### src/rtl/psum_drain.sv
// Drains bottom-row psums of a PE array through per-column FIFOs into a single
// registered write slot, arbitrated round-robin across columns.
`ifndef PE_COL
`define PE_COL 4
`endif
`ifndef BIT_PSUM
`define BIT_PSUM 24
`endif
`ifndef BIT_VALID
`define BIT_VALID 1
`endif

module psum_drain_col #(
  parameter int DEPTH = 4,
  parameter int W     = 33
) (
  input  logic         CLK,
  input  logic         RSTn,
  input  logic         push,
  input  logic [W-1:0] din,
  input  logic         pop,
  output logic [W-1:0] dout,
  output logic         empty,
  output logic         overflow
);
  localparam int AW = $clog2(DEPTH);

  logic [W-1:0] mem [DEPTH];
  logic [AW:0]  wr_ptr, rd_ptr;
  logic         full, do_push;

  // Extra pointer bit distinguishes full from empty when the indices match.
  assign empty   = (wr_ptr == rd_ptr);
  assign full    = (wr_ptr[AW] != rd_ptr[AW]) && (wr_ptr[AW-1:0] == rd_ptr[AW-1:0]);
  assign do_push = push && (!full || pop);
  assign dout    = mem[rd_ptr[AW-1:0]];

  always_ff @(posedge CLK or negedge RSTn) begin
    if (!RSTn) begin
      wr_ptr   <= '0;
      rd_ptr   <= '0;
      overflow <= 1'b0;
    end else begin
      if (do_push)              wr_ptr   <= wr_ptr + 1'b1;
      if (pop)                  rd_ptr   <= rd_ptr + 1'b1;
      if (push && full && !pop) overflow <= 1'b1;
    end
  end

  always_ff @(posedge CLK) begin
    if (do_push) mem[wr_ptr[AW-1:0]] <= din;
  end
endmodule

module psum_drain #(
  parameter int PE_COL     = `PE_COL,
  parameter int BIT_PSUM   = `BIT_PSUM,
  parameter int BIT_VALID  = `BIT_VALID,
  parameter int FIFO_DEPTH = 4,
  localparam int CW        = (PE_COL > 1) ? $clog2(PE_COL) : 1
) (
  input  logic                          CLK,
  input  logic                          RSTn,
  input  logic [PE_COL*BIT_PSUM-1:0]    i_Psum_In,
  input  logic [PE_COL*9-1:0]           i_Addr_P_In,
  input  logic [PE_COL*BIT_VALID-1:0]   i_Valid_P_In,
  output logic                          o_Wr_Valid,
  input  logic                          i_Wr_Ready,
  output logic [CW-1:0]                 o_Wr_Col,
  output logic [8:0]                    o_Wr_Addr,
  output logic [BIT_PSUM-1:0]           o_Wr_Data,
  output logic [PE_COL-1:0]             o_Overflow,
  output logic                          o_Empty
);
  localparam int EW = 9 + BIT_PSUM;

  logic [PE_COL-1:0]         col_vld, col_empty, col_pop;
  logic [PE_COL-1:0][EW-1:0] col_din, col_dout;
  logic [CW-1:0]             last, gnt;
  logic                      found, load;
  int                        idx;

  for (genvar c = 0; c < PE_COL; c++) begin : g_col
    assign col_vld[c] = i_Valid_P_In[BIT_VALID*c];
    assign col_din[c] = {i_Addr_P_In[9*c +: 9], i_Psum_In[BIT_PSUM*c +: BIT_PSUM]};
    assign col_pop[c] = load && found && (gnt == CW'(c));

    psum_drain_col #(.DEPTH(FIFO_DEPTH), .W(EW)) u_col (
      .CLK      (CLK),
      .RSTn     (RSTn),
      .push     (col_vld[c]),
      .din      (col_din[c]),
      .pop      (col_pop[c]),
      .dout     (col_dout[c]),
      .empty    (col_empty[c]),
      .overflow (o_Overflow[c])
    );
  end

  // Round-robin: scan from last+1 with a single wrap; first non-empty column wins.
  always_comb begin
    found = 1'b0;
    gnt   = '0;
    idx   = 0;
    for (int i = 0; i < PE_COL; i++) begin
      idx = int'(last) + 1 + i;
      if (idx >= PE_COL) idx = idx - PE_COL;
      if (!found && !col_empty[idx]) begin
        found = 1'b1;
        gnt   = CW'(idx);
      end
    end
  end

  assign load    = !o_Wr_Valid || i_Wr_Ready;
  assign o_Empty = (&col_empty) && !o_Wr_Valid;

  always_ff @(posedge CLK or negedge RSTn) begin
    if (!RSTn) begin
      o_Wr_Valid <= 1'b0;
      o_Wr_Col   <= '0;
      o_Wr_Addr  <= '0;
      o_Wr_Data  <= '0;
      last       <= CW'(PE_COL - 1);
    end else if (load) begin
      o_Wr_Valid <= found;
      if (found) begin
        o_Wr_Col               <= gnt;
        {o_Wr_Addr, o_Wr_Data} <= col_dout[gnt];
        last                   <= gnt;
      end
    end
  end
endmodule

### config.mk
export PLATFORM = sky130hd
export DESIGN_NAME = psum_drain
export DESIGN_NICKNAME = d
export VERILOG_FILES = /design/src/rtl/psum_drain.sv
export SDC_FILE = /design/constraint.sdc
export NUM_CORES = 1
export LEC_CHECK = 0
export CAP_MARGIN = 15
export CORE_ASPECT_RATIO = 0.5
export CORE_MARGIN = 3
export CORE_UTILIZATION = 55
export DETAILED_ROUTE_END_ITERATION = 8
export HOLD_SLACK_MARGIN = 0.15
export PLACE_DENSITY = 0.76
export SLEW_MARGIN = 40
export SYNTH_ARGS = -nofsm -noshare
export SYNTH_HDL_FRONTEND = slang
export SYNTH_SLANG_ARGS = --single-unit
### constraint.sdc
create_clock -name CLK -period 9.9 [get_ports CLK]
set_input_delay 0.99 -clock CLK [delete_from_list [all_inputs] [get_ports CLK]]
set_output_delay 0.99 -clock CLK [all_outputs]
set_load 0.005 [all_outputs]
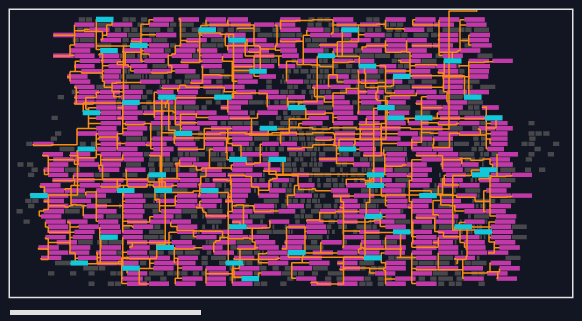
Run 1: clock distribution
Scale bar: 100 um.
[clock-net drivers] cyan | count: 50
[clock wires] orange | length: 6100 um
[flip-flops] magenta | count: 594
flops lie: widely spread
routed clock nets: 51

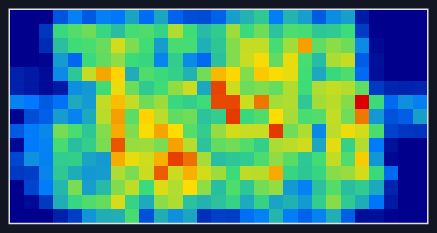
Run 1: wire density map
29 x 15 tiles, from dark blue (low) to red (high), scaled to the fullest tile. Values are wire area over tile area, all layers added.
densest ninth of the die: center
mean over tiles: 0.18
fullest tile: 0.42
emptiest ninth of the die: north-east
tiles over half the peak: 42%
nearly empty tiles: 11%

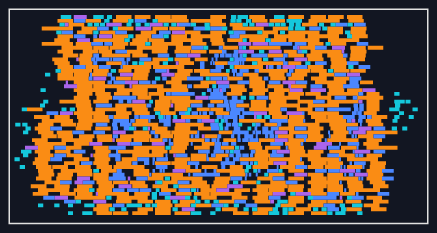
Run 1: cell classes on the final placement
[remaining logic cells] blue | cells: 427
[clock drivers and dummy loads] purple | cells: 91
[registers] orange | cells: 594
[remaining buffers and delay cells] cyan | cells: 209

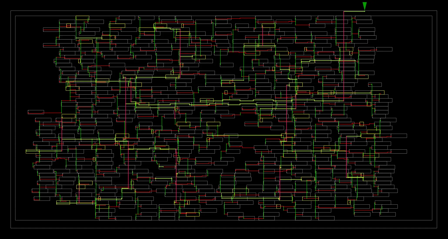
Run 1: clock wiring as the flow saved it
Num Clock Sinks: 594
clkbuf count: 57
number of sequential cells: 594

==> reports/qor.txt, run 1 <==
Hold Buf Count CTS -> 0
Netlist Area Pre-Place -> 0.0230 mm^2
Largest combinational cell category by area -> multiplexers
Area post-placement -> 0.0254 mm^2
Crit-path max FO -> 39
CP Buf/Inv Count -> 4
Critical Path, Cell by Cell -> buf_4, xnor2_1, a311o_1, o2111a_1, or2_1, buf_4, nor3_4, buf_4, o31a_2, and2_2, buf_4
Clock Tree Buf Depth -> 3
Worst path most repeated cell -> buf_4
Gr ovfl total -> 0
Crit path depth -> 11
Number of enable flip-flop cells -> 528
Outcome -> completed
P per Cell Area -> 320 mW/mm^2
Die Ht -> 150 um
CTS Buf Count -> 50
Worst r2r src -> g_col[3].u_col.rd_ptr[0]
CP Data Required Time -> 10.15 ns
DRC -> 0
Setup slack after layout -> 5.56 ns
Vias per cell -> 6.04
==> run 1 -> run 2 <==
CORE_UTILIZATION = 52   (was 55)
PLACE_DENSITY = 0.75   (was 0.76)
clock period = 3.78 ns   (was 9.9 ns; I/O delays follow)
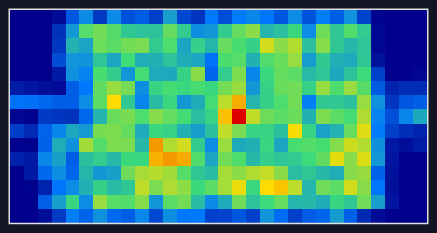
Run 2: wire density map
30 x 15 tiles, from dark blue (low) to red (high), scaled to the fullest tile. Values are wire area over tile area, all layers added.
mean over tiles: 0.17
tiles over half the peak: 30%
nearly empty tiles: 12%
fullest tile: 0.47

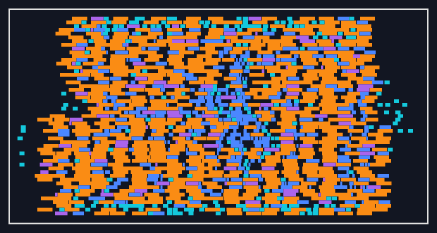
Run 2: cell classes on the final placement
[remaining buffers and delay cells] cyan | cells: 216
[registers] orange | cells: 594
[remaining logic cells] blue | cells: 427
[clock drivers and dummy loads] purple | cells: 92

==> run 2 against run 1 <==
Hold slack worse by 0.022 ns. Combinational power went up to 2.6 times the previous value. Via count is 0.66% higher. Sequential share of layout area is 0.38 points lower. Core utilization is 2.7 points lower. Register-to-register slack worse by 5.2 ns. Global-route usage is 0.85 points lower. Sequential power went up to 2.6 times the previous value. Highest routed layer unchanged.
==> reports/qor.txt, run 2 <==
CP Buf/Inv Count -> 2
Initial DRT Pass Iterations -> 5
CTS Buf Count -> 50
Largest type area fraction -> 69.1%
Largest net degree at the start of global routing -> 67
Worst path most repeated cell -> buf_4
Setup slack after layout -> 0.404 ns
Largest combinational cell category by area -> multiplexers
Crit-path max FO -> 33
Clkbuf count -> 63
Outcome -> completed
CP Data Required Time -> 3.98 ns
Seq area share -> 64.2%
Hold Buf Count CTS -> 1
Worst r2r src -> g_col[1].u_col.rd_ptr[2]
Count leader, synth -> edfxtp_1
Netlist Area Pre-Place -> 0.0230 mm^2
Clock Tree Buf Depth -> 3
CTS tree -> done
Number of enable flip-flop cells -> 528
Gr ovfl total -> 0
Number of sequential cells -> 594
CP max-delay cell -> buf_4
Most instantiated cells after synthesis -> 528 x edfxtp_1, 132 x mux4_2, 67 x nand2_1, 64 x dfrtp_1, 30 x clkbuf_1
Logic pwr share -> 33.6%
Num Clock Sinks -> 594
DRC -> 0
Achievable Freq -> 296 MHz
Vias per cell -> 5.93
Area post-placement -> 0.0255 mm^2
Critical Path, Cell by Cell -> xnor2_1, nand3_2, o2111a_1, or2_1, nor3_4, buf_4, o31a_2, and2_1, buf_4
Die Ht -> 155 um
Synth Seq Share -> 76.3%
Invs w/o clock -> 9
Crit path depth -> 9
==> run 2 -> run 3 <==
CORE_ASPECT_RATIO = 0.8   (was 0.5)
CORE_UTILIZATION = 54   (was 52)
CTS_BUF_LIST = sky130_fd_sc_hd__clkbuf_8   (was unset)
PLACE_DENSITY = 0.78   (was 0.75)
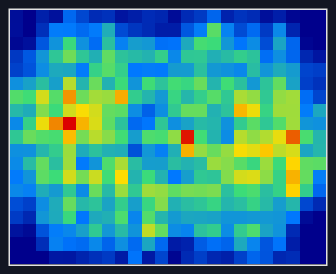
Run 3: wire density map
24 x 19 tiles, from dark blue (low) to red (high), scaled to the fullest tile. Values are wire area over tile area, all layers added.
tiles over half the peak: 26%
mean over tiles: 0.17
nearly empty tiles: 5.0%
fullest tile: 0.47
emptiest ninth of the die: north-east
total length of routed wires: 47700 um
WL per Instance: 24.7 um

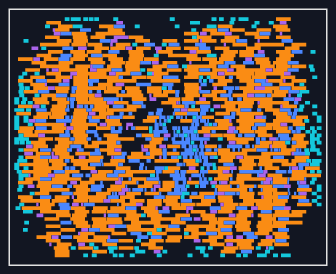
Run 3: cell classes on the final placement
[clock drivers and dummy loads] purple | cells: 158
[remaining buffers and delay cells] cyan | cells: 211
[registers] orange | cells: 594
[remaining logic cells] blue | cells: 427
Final Core Density: 65.5%
core area: 0.0413 mm^2
Final Instance Area: 0.0270 mm^2
row cnt: 66

==> run 3 against run 2 <==
Design area down 0.96%. Worst setup slack worse by 0.0064 ns. Hold slack got worse by 0.097 ns. Clock power down 15%. Register-to-register slack better by 0.15 ns. Sequential power about the same. Final cell count increased by 1.3%. Critical path type is now reg2out. Core utilization grew 1.7 points. Critical path depth down 4. Wire length fell by 4.1%. Power decreased by 4.4%. Die size is 3.9% lower.
==> reports/qor.txt, run 3 <==
DRC -> 0
Number of sequential cells -> 594
Initial DRT Pass Iterations -> 5
Fillers -> 2715
Area post-placement -> 0.0254 mm^2
Count leader, synth -> edfxtp_1
Gr ovfl total -> 0
Yosys Chip Area -> 0.0230 mm^2
Most instantiated cells after synthesis -> 528 x edfxtp_1, 132 x mux4_2, 67 x nand2_1, 64 x dfrtp_1, 30 x clkbuf_1
Layout Cells excl Fill -> 1934
Sw power -> 7.07 mW
Non-clk buf share -> 7.53%
Achievable Freq -> 296 MHz
Vias per cell -> 5.87
CP max-delay cell -> clkdlybuf4s50_1
FF-to-FF setup slack -> 0.55 ns
Clock Tree Buf Depth -> 3
Invs w/o clock -> 9
Synth Seq Share -> 76.3%
Final Skew -> 0.0282 ns
Logic pwr share -> 34.3%
Die Ht -> 190 um
Outcome -> completed
Initial antenna violation count -> 0
Netlist Area Pre-Place -> 0.0230 mm^2
Worst r2r src -> g_col[3].u_col.wr_ptr[2]
Clkbuf count -> 100
Num Clock Sinks -> 594
Largest net degree at the start of global routing -> 67
Crit path depth -> 5
Critical Path, Cell by Cell -> xnor2_1, nand3_2, nor2_1, and4b_1, clkdlybuf4s50_1
P per Cell Area -> 811 mW/mm^2
CTS Buf Count -> 86
Setup slack after layout -> 0.397 ns
Largest type area fraction -> 69.1%
CP Data Required Time -> 3.40 ns
Peak supply drop -> 0.517 mV
Max-slew violations -> 0
Largest combinational cell category by area -> multiplexers
CTS tree -> done
Number of enable flip-flop cells -> 528
Crit-path max FO -> 6
Well-Tap Cells -> 544

==> layout pictures side by side <==
Metal 4.
shot_01.png
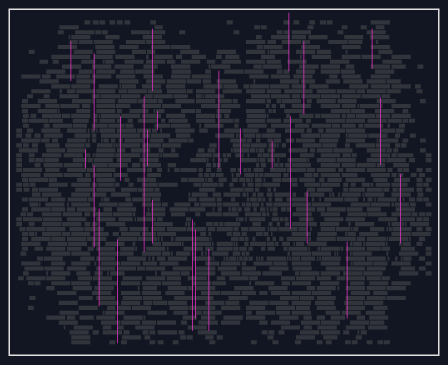
shot_02.png
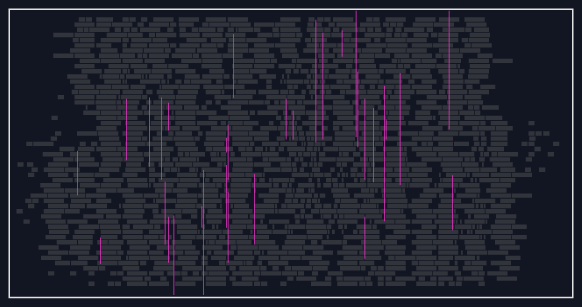
shot_03.png
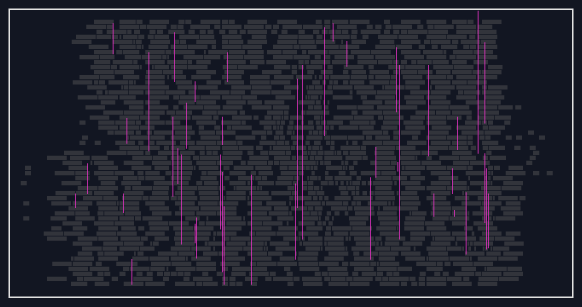
run 2 -> shot_03.png
run 1 -> shot_02.png
run 3 -> shot_01.png

Key to shot_03.png:
longest straight run: 93.8 um
wire length on this layer: 1400 um
nets with wire on the layer: 26

Power and IR drop assume default switching activity.
